File: config.mk
export PLATFORM = sky130hd
export DESIGN_NAME = dot_product_engine
export DESIGN_NICKNAME = d
export VERILOG_FILES = /design/src/rtl/dot_product_engine.sv
export SDC_FILE = /design/constraint.sdc
export NUM_CORES = 1
export LEC_CHECK = 0
export CAP_MARGIN = 5
export CORE_MARGIN = 3
export CORE_UTILIZATION = 56
export DETAILED_ROUTE_END_ITERATION = 6
export GPL_TIMING_DRIVEN = 0
export PLACE_DENSITY = 0.85
export SETUP_SLACK_MARGIN = 0.1
export SYNTH_ARGS = -nofsm -noshare
export SYNTH_HDL_FRONTEND = slang
export SYNTH_SLANG_ARGS = --single-unit
export TNS_END_PERCENT = 20
File: constraint.sdc
create_clock -name clk -period 13.27 [get_ports clk]
set_input_delay 3.981 -clock clk [delete_from_list [all_inputs] [get_ports clk]]
set_output_delay 3.981 -clock clk [all_outputs]
set_load 0.03 [all_outputs]
File: src/rtl/dot_product_engine.sv
// -----------------------------------------------------------------------------
// dot_product_engine
//
// Purpose:
//   Sequencer plus multiply-accumulate stage that sits directly behind the two
//   dot-product operand memories (vector A and vector B). A start pulse issues
//   a run of lockstep read addresses to both memories. The engine consumes the
//   registered read data one element per cycle, accumulates the element-wise
//   products, and presents the final dot product with a one-cycle done pulse.
//
// Build option:
//   DOTP_SIGNED_EN - when defined, operands are two's-complement and each
//                    product is sign-extended into the accumulator. When
//                    undefined, operands are unsigned and products are
//                    zero-extended. Ports, latency and FSM are the same in
//                    both builds.
//
// Ports:
//   clk        in   clock, all logic on posedge
//   rst_n      in   synchronous reset, ACTIVE-HIGH despite the name
//   start      in   single-cycle request, sampled only in IDLE
//   base_a     in   first element address in memory A
//   base_b     in   first element address in memory B
//   length     in   element count 0..2^ADDR_WIDTH, sampled with start
//   rd_en      out  read enable shared by both memories
//   rd_addr_a  out  memory A read address
//   rd_addr_b  out  memory B read address
//   rd_data_a  in   memory A data, valid the cycle after rd_en
//   rd_data_b  in   memory B data, same timing as rd_data_a
//   busy       out  high from the cycle after an accepted start through done
//   done       out  one-cycle pulse, result valid
//   result     out  final dot product, held until the next accepted start
//   dbg_state  out  current FSM state (IDLE=0, ISSUE=1, DRAIN=2, DONE=3)
//
// Handshake:
//   start is a request with no ready. It is accepted only in the cycle where
//   busy=0. While busy=1, start is ignored and has no effect. done marks the
//   single cycle in which result first shows the new dot product.
// -----------------------------------------------------------------------------
module dot_product_engine #(
  parameter int DATA_WIDTH = 8,
  parameter int ADDR_WIDTH = 4,
  parameter int ACC_WIDTH  = 2*DATA_WIDTH + ADDR_WIDTH
) (
  input  logic                  clk,
  input  logic                  rst_n,
  input  logic                  start,
  input  logic [ADDR_WIDTH-1:0] base_a,
  input  logic [ADDR_WIDTH-1:0] base_b,
  input  logic [ADDR_WIDTH:0]   length,
  output logic                  rd_en,
  output logic [ADDR_WIDTH-1:0] rd_addr_a,
  output logic [ADDR_WIDTH-1:0] rd_addr_b,
  input  logic [DATA_WIDTH-1:0] rd_data_a,
  input  logic [DATA_WIDTH-1:0] rd_data_b,
  output logic                  busy,
  output logic                  done,
  output logic [ACC_WIDTH-1:0]  result,
  output logic [1:0]            dbg_state
);

  localparam int PW = 2*DATA_WIDTH;

  typedef enum logic [1:0] {
    S_IDLE  = 2'd0,
    S_ISSUE = 2'd1,
    S_DRAIN = 2'd2,
    S_DONE  = 2'd3
  } state_e;

  state_e                state_q,  state_d;
  logic                  rd_en_q,  rd_en_d;
  logic [ADDR_WIDTH-1:0] addr_a_q, addr_a_d;
  logic [ADDR_WIDTH-1:0] addr_b_q, addr_b_d;
  logic [ADDR_WIDTH:0]   len_q,    len_d;
  logic [ADDR_WIDTH:0]   cnt_q,    cnt_d;
  logic                  valid_q,  valid_d;
  logic [ACC_WIDTH-1:0]  acc_q,    acc_d;
  logic [ACC_WIDTH-1:0]  result_q, result_d;

  logic [ADDR_WIDTH:0]   cnt_inc;
  logic [ACC_WIDTH-1:0]  prod_ext;
  logic [ACC_WIDTH-1:0]  acc_sum;

  // ---------------------------------------------------------------------------
  // Product, extended to the accumulator width. A narrower ACC_WIDTH simply
  // truncates, so the accumulator wraps modulo 2^ACC_WIDTH.
  // ---------------------------------------------------------------------------
`ifdef DOTP_SIGNED_EN
  logic signed [PW-1:0] op_a_s;
  logic signed [PW-1:0] op_b_s;
  logic signed [PW-1:0] prod_s;

  assign op_a_s   = PW'($signed(rd_data_a));
  assign op_b_s   = PW'($signed(rd_data_b));
  assign prod_s   = op_a_s * op_b_s;
  assign prod_ext = ACC_WIDTH'(prod_s);
`else
  logic [PW-1:0] op_a_u;
  logic [PW-1:0] op_b_u;
  logic [PW-1:0] prod_u;

  assign op_a_u   = PW'(rd_data_a);
  assign op_b_u   = PW'(rd_data_b);
  assign prod_u   = op_a_u * op_b_u;
  assign prod_ext = ACC_WIDTH'(prod_u);
`endif

  assign acc_sum = acc_q + prod_ext;
  assign cnt_inc = cnt_q + (ADDR_WIDTH+1)'(1);

  // ---------------------------------------------------------------------------
  // Next-state and datapath logic
  // ---------------------------------------------------------------------------
  always_comb begin
    state_d  = state_q;
    rd_en_d  = rd_en_q;
    addr_a_d = addr_a_q;
    addr_b_d = addr_b_q;
    len_d    = len_q;
    cnt_d    = cnt_q;
    result_d = result_q;
    // valid is rd_en delayed by one cycle, matching the memory read latency.
    valid_d  = rd_en_q;
    acc_d    = valid_q ? acc_sum : acc_q;

    unique case (state_q)
      S_IDLE: begin
        if (start) begin
          acc_d = '0;
          cnt_d = '0;
          if (length != '0) begin
            state_d  = S_ISSUE;
            rd_en_d  = 1'b1;
            addr_a_d = base_a;
            addr_b_d = base_b;
            len_d    = length;
          end else begin
            state_d  = S_DONE;
            result_d = '0;
          end
        end
      end

      S_ISSUE: begin
        cnt_d = cnt_inc;
        if (cnt_inc == len_q) begin
          state_d = S_DRAIN;
          rd_en_d = 1'b0;
        end else begin
          // Natural wrap at 2^ADDR_WIDTH gives the modulo addressing.
          addr_a_d = addr_a_q + ADDR_WIDTH'(1);
          addr_b_d = addr_b_q + ADDR_WIDTH'(1);
        end
      end

      S_DRAIN: begin
        // The last element's data is being consumed this cycle, so the final
        // sum is acc_d and is captured straight into the result register.
        state_d  = S_DONE;
        result_d = acc_d;
      end

      S_DONE: begin
        state_d = S_IDLE;
      end

      default: begin
        state_d = S_IDLE;
      end
    endcase
  end

  // ---------------------------------------------------------------------------
  // State register
  // ---------------------------------------------------------------------------
  always_ff @(posedge clk) begin
    if (rst_n) begin
      state_q  <= S_IDLE;
      rd_en_q  <= 1'b0;
      addr_a_q <= '0;
      addr_b_q <= '0;
      len_q    <= '0;
      cnt_q    <= '0;
      valid_q  <= 1'b0;
      acc_q    <= '0;
      result_q <= '0;
    end else begin
      state_q  <= state_d;
      rd_en_q  <= rd_en_d;
      addr_a_q <= addr_a_d;
      addr_b_q <= addr_b_d;
      len_q    <= len_d;
      cnt_q    <= cnt_d;
      valid_q  <= valid_d;
      acc_q    <= acc_d;
      result_q <= result_d;
    end
  end

  // ---------------------------------------------------------------------------
  // Outputs
  // ---------------------------------------------------------------------------
  assign rd_en     = rd_en_q;
  assign rd_addr_a = addr_a_q;
  assign rd_addr_b = addr_b_q;
  assign busy      = (state_q != S_IDLE);
  assign done      = (state_q == S_DONE);
  assign result    = result_q;
  assign dbg_state = state_q;

endmodule

Fig. 1: gate-type map
Scale: 4 px per um.
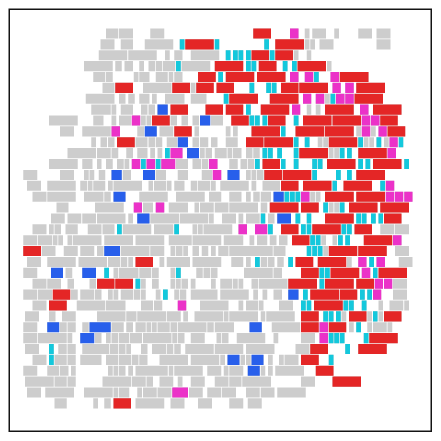
Blue shows non-inverting ao/oa cells, cells 23. Magenta shows and/or cells, cells 46. Red shows fa/ha/maj cells, cells 98. Cyan shows inv cells, cells 111.
most common cell after layout, fill and taps aside: sky130_fd_sc_hd__inv_1
multi-input combinational area share: 57.95%

Fig. 2: zoomed window
Window x 38 to 68, y 38 to 68 um. Cells in gray, sequential cells in the stronger gray; small squares are vias.
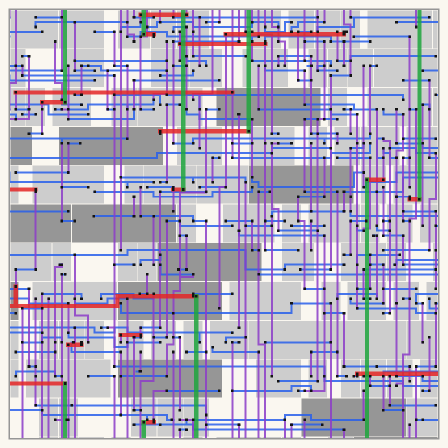
Red shows M3. Green shows M4. Purple shows M2. Blue shows M1.
Netlist names of flops here include acc_q (7), result (2). 85 logic cells have their middle in the window. Sequential cells in the window: 9. Most frequent: a21oi_1 (10), dfxtp_1 (9), nor2_1 (7).

Fig. 3: wiring by layer
Scale: 4 px per um. Only two layers are drawn.
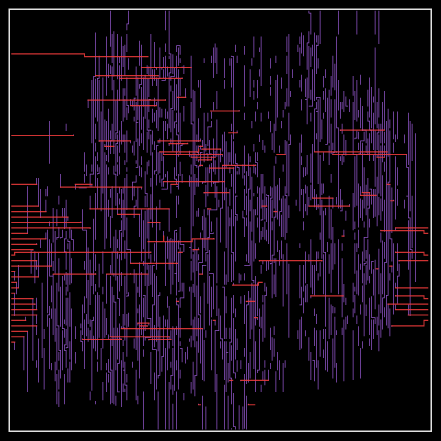
Red shows M3, wire length 802 um. Purple shows M2, wire length 6780 um.
total routing resource utilization after global routing: 25.22%
wire length per cell after detailed routing: 15.92 um
routed via count: 4758
final WL: 13.53 mm

==> results.txt <==
Implementation results. The flow ran to the end, and the final reports show no timing, DRC or antenna violations. Maximum vdd drop landed at 0.1554 mV. Delay of the slowest cell on the worst path landed at 580 ps. Initial antenna violation count landed at 0. Number of OpenROAD warnings landed at 29. Remaining global-route overflow landed at 0. Dividing total power by cell area gives a power density of 159.8 nW/um^2. By area, the combinational part of the netlist is dominated by adder cells. The main area contributors are sky130_fd_sc_hd__dfxtp_1 23%, sky130_fd_sc_hd__fa_1 18%, sky130_fd_sc_hd__ha_1 11%. The synthesized design contains 0 enable-type register cells.

Via count of the first global-routing pass landed at 4987. In this run the static leakage power is 2.932 nW. Layout-stage area growth over the synthesis result landed at 17.73%. According to the floorplan report, the die height is 105.2 um. The average instance in the mapped netlist occupies 8.549 um^2. The slowest stage of the critical path is the sky130_fd_sc_hd__clkdlybuf4s50_1 cell.

The synthesized netlist was found by Yosys to have 644 cells. Post-placement worst setup slack landed at 4426 ps. The repair_antennas step left the layout with diodes totalling 0. The pin closest to its max-slew limit shows a slew of 751.4 ps.

The routed design shows a via density per instance of 5.598. Yosys stat chip area landed at 5505 um^2. In this design, the critical path's most frequently occurring cell is sky130_fd_sc_hd__fa_1.

Share of layout cells above drive strength 1 landed at 4.854%. Looking at the reg2reg group, the worst path starts from acc_q[6]. Count of input and output buffers landed at 61.

Die boundary width landed at 105.2 um. Arrival time at the worst endpoint landed at 8740 ps. The H-tree was split into 3 levels. Summed over all instances, the cell type with the most area after synthesis is sky130_fd_sc_hd__dfxtp_1. Pins over their slew limit in the final report were tallied at 0. According to the report, the first pass of detailed routing completed in 5 iterations.

Entering global routing, the biggest net connects 14 pins. At the end of routability-driven placement, the weighted congestion stood at 0.8793. Number of nets in the synthesized netlist landed at 774.

Multiplexer cells account for 3.273% of the synthesized area. Final setup skew landed at 16.93 ps. Synthesized instance count landed at 644. Count of antenna-violating nets left after detailed routing landed at 0. Clock tree buffer depth landed at 2.

Once the floorplan was initialized, standard cells occupied 58.47% of the core. Internal reg-to-reg setup slack landed at 8860 ps. Count of endpoints failing setup in the final report landed at 0.

Time the final worst path needs with I/O delays and setup landed at 8498 ps. Minimum setup slack in the final design landed at 4772 ps. The worst setup path is launched from a primary input. The worst hold path belongs to the class flip-flop to flip-flop. Hold timing on the final database bottoms out at a slack of 474.9 ps. The synthesized netlist devotes 15.66% of its cell area to compound gates.
Fig. 4: wire density map
Scale: 3 px per um. The die is cut into 21 by 21 equal tiles; dark purple is low, yellow is high, scaled to the fullest tile. Values are wire area over tile area, all layers added.
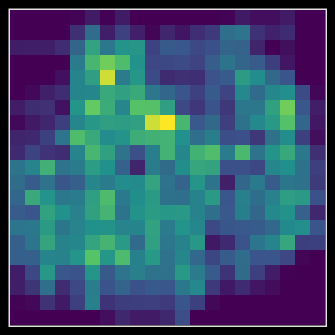
20% of the tiles are over half the peak. 16% of the tiles are nearly empty. The emptiest ninth of the die: lower right. The fullest tile reaches 0.66. The densest ninth of the die: center. The mean over all tiles is 0.20.

Fig. 5: cell outlines without signal wires
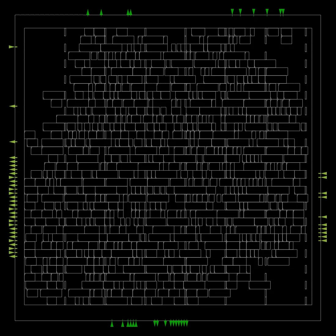
filler cell count: 750
standard-cell rows: 35

flip-flops by register name, indices dropped and copies added, names as in the netlist, named ones only:
register / count
cnt_q: 5
dbg_state: 2
rd_addr_a: 4
acc_q: 18
valid_q: 1
len_q: 5
result: 20
rd_en: 1
rd_addr_b: 4
cell families after synthesis:
| logic type | Yosys count |
|---|---|
| simple gates | 200 |
| flops | 62 |
| compound gates | 119 |
| xor+xnor | 16 |
| fa+ha+maj | 98 |
| buf+inv | 131 |
| mux | 18 |
routing by layer:
layer | global-route usage, % | vias up | routed length [um]
met5 | 0 | - | 0
met4 | 9.466 | 0 | 346
met3 | 5.065 | 37 | 802
met2 | 44.09 | 154 | 6775
met1 | 30.53 | 2291 | 5607
li1 | - | 2276 | -
worst min-delay path by stage:
stage                from          to  slack, ps  depth (start not counted)
4_1_cts        result[19]  result[19]        470                          2
6_report       result[19]  result[19]        470                          2
3_5_place_dp   result[19]  result[19]        450                          2
3_3_place_gp   result[19]  result[19]        450                          2
2_1_floorplan    len_q[0]    len_q[0]        450                          2
5_1_grt        result[19]  result[19]        500                          2
cell usage in the layout (no fill, tap or decap), drive strengths merged, types with 5 or more instances in the layout:
cell type	Yosys	routed
fa	50	50
nor2b	5	5
nand2b	5	5
nor3	12	12
a211oi	6	6
clkbuf	14	23
a32oi	6	6
a21oi	28	28
nor2	40	40
ha	48	48
dfxtp	62	62
o22ai	6	6
clkdlybuf4s50	0	61
inv	111	114
mux2i	18	18
a21o	6	6
xor2	10	10
nand2	74	74
and2	37	37
o21ai	24	24
xnor2	5	5
buf	6	6
nand3	14	14
cell type report:
type | count | area (um^2)
inverter | 111 | 416.7
buffer | 20 | 91.34
fill | 750 | 2934
clock inverter | 7 | 80.08
multi-input combinational | 451 | 3756
sequential | 62 | 1241
tap | 129 | 161.4
clock buffer | 9 | 123.9
timing repair buffer | 61 | 610.6
power groups by stage:
stage / Combinational [mW] / Clock [mW] / Sequential, mW
6_report: 0.628 / 0.173 / 0.235
3_5_place_dp: 0.617 / 0 / 0.238
3_3_place_gp: 0.592 / 0 / 0.236
5_1_grt: 0.705 / 0.182 / 0.239
4_1_cts: 0.626 / 0.175 / 0.234
2_1_floorplan: 0.434 / 0 / 0.257
critical path, delay by kind of cell:
kind                       cells  cell delay (ps)
adders and majority gates      5             2490
AOI/OAI and AO/OA              6             1320
buffers and inverters          3              670
and+or+nand+nor                1              270
metrics by stage:
| stage | std cells | util, % |
|---|---|---|
| 2_1_floorplan | 644 | - |
| 3_3_place_gp | 834 | 66.67 |
| 3_5_place_dp | 834 | 66.67 |
| 4_1_cts | 850 | 68.84 |
| 5_1_grt | 850 | 68.84 |
| 6_report | 850 | 68.84 |
Power and IR drop assume default switching activity.
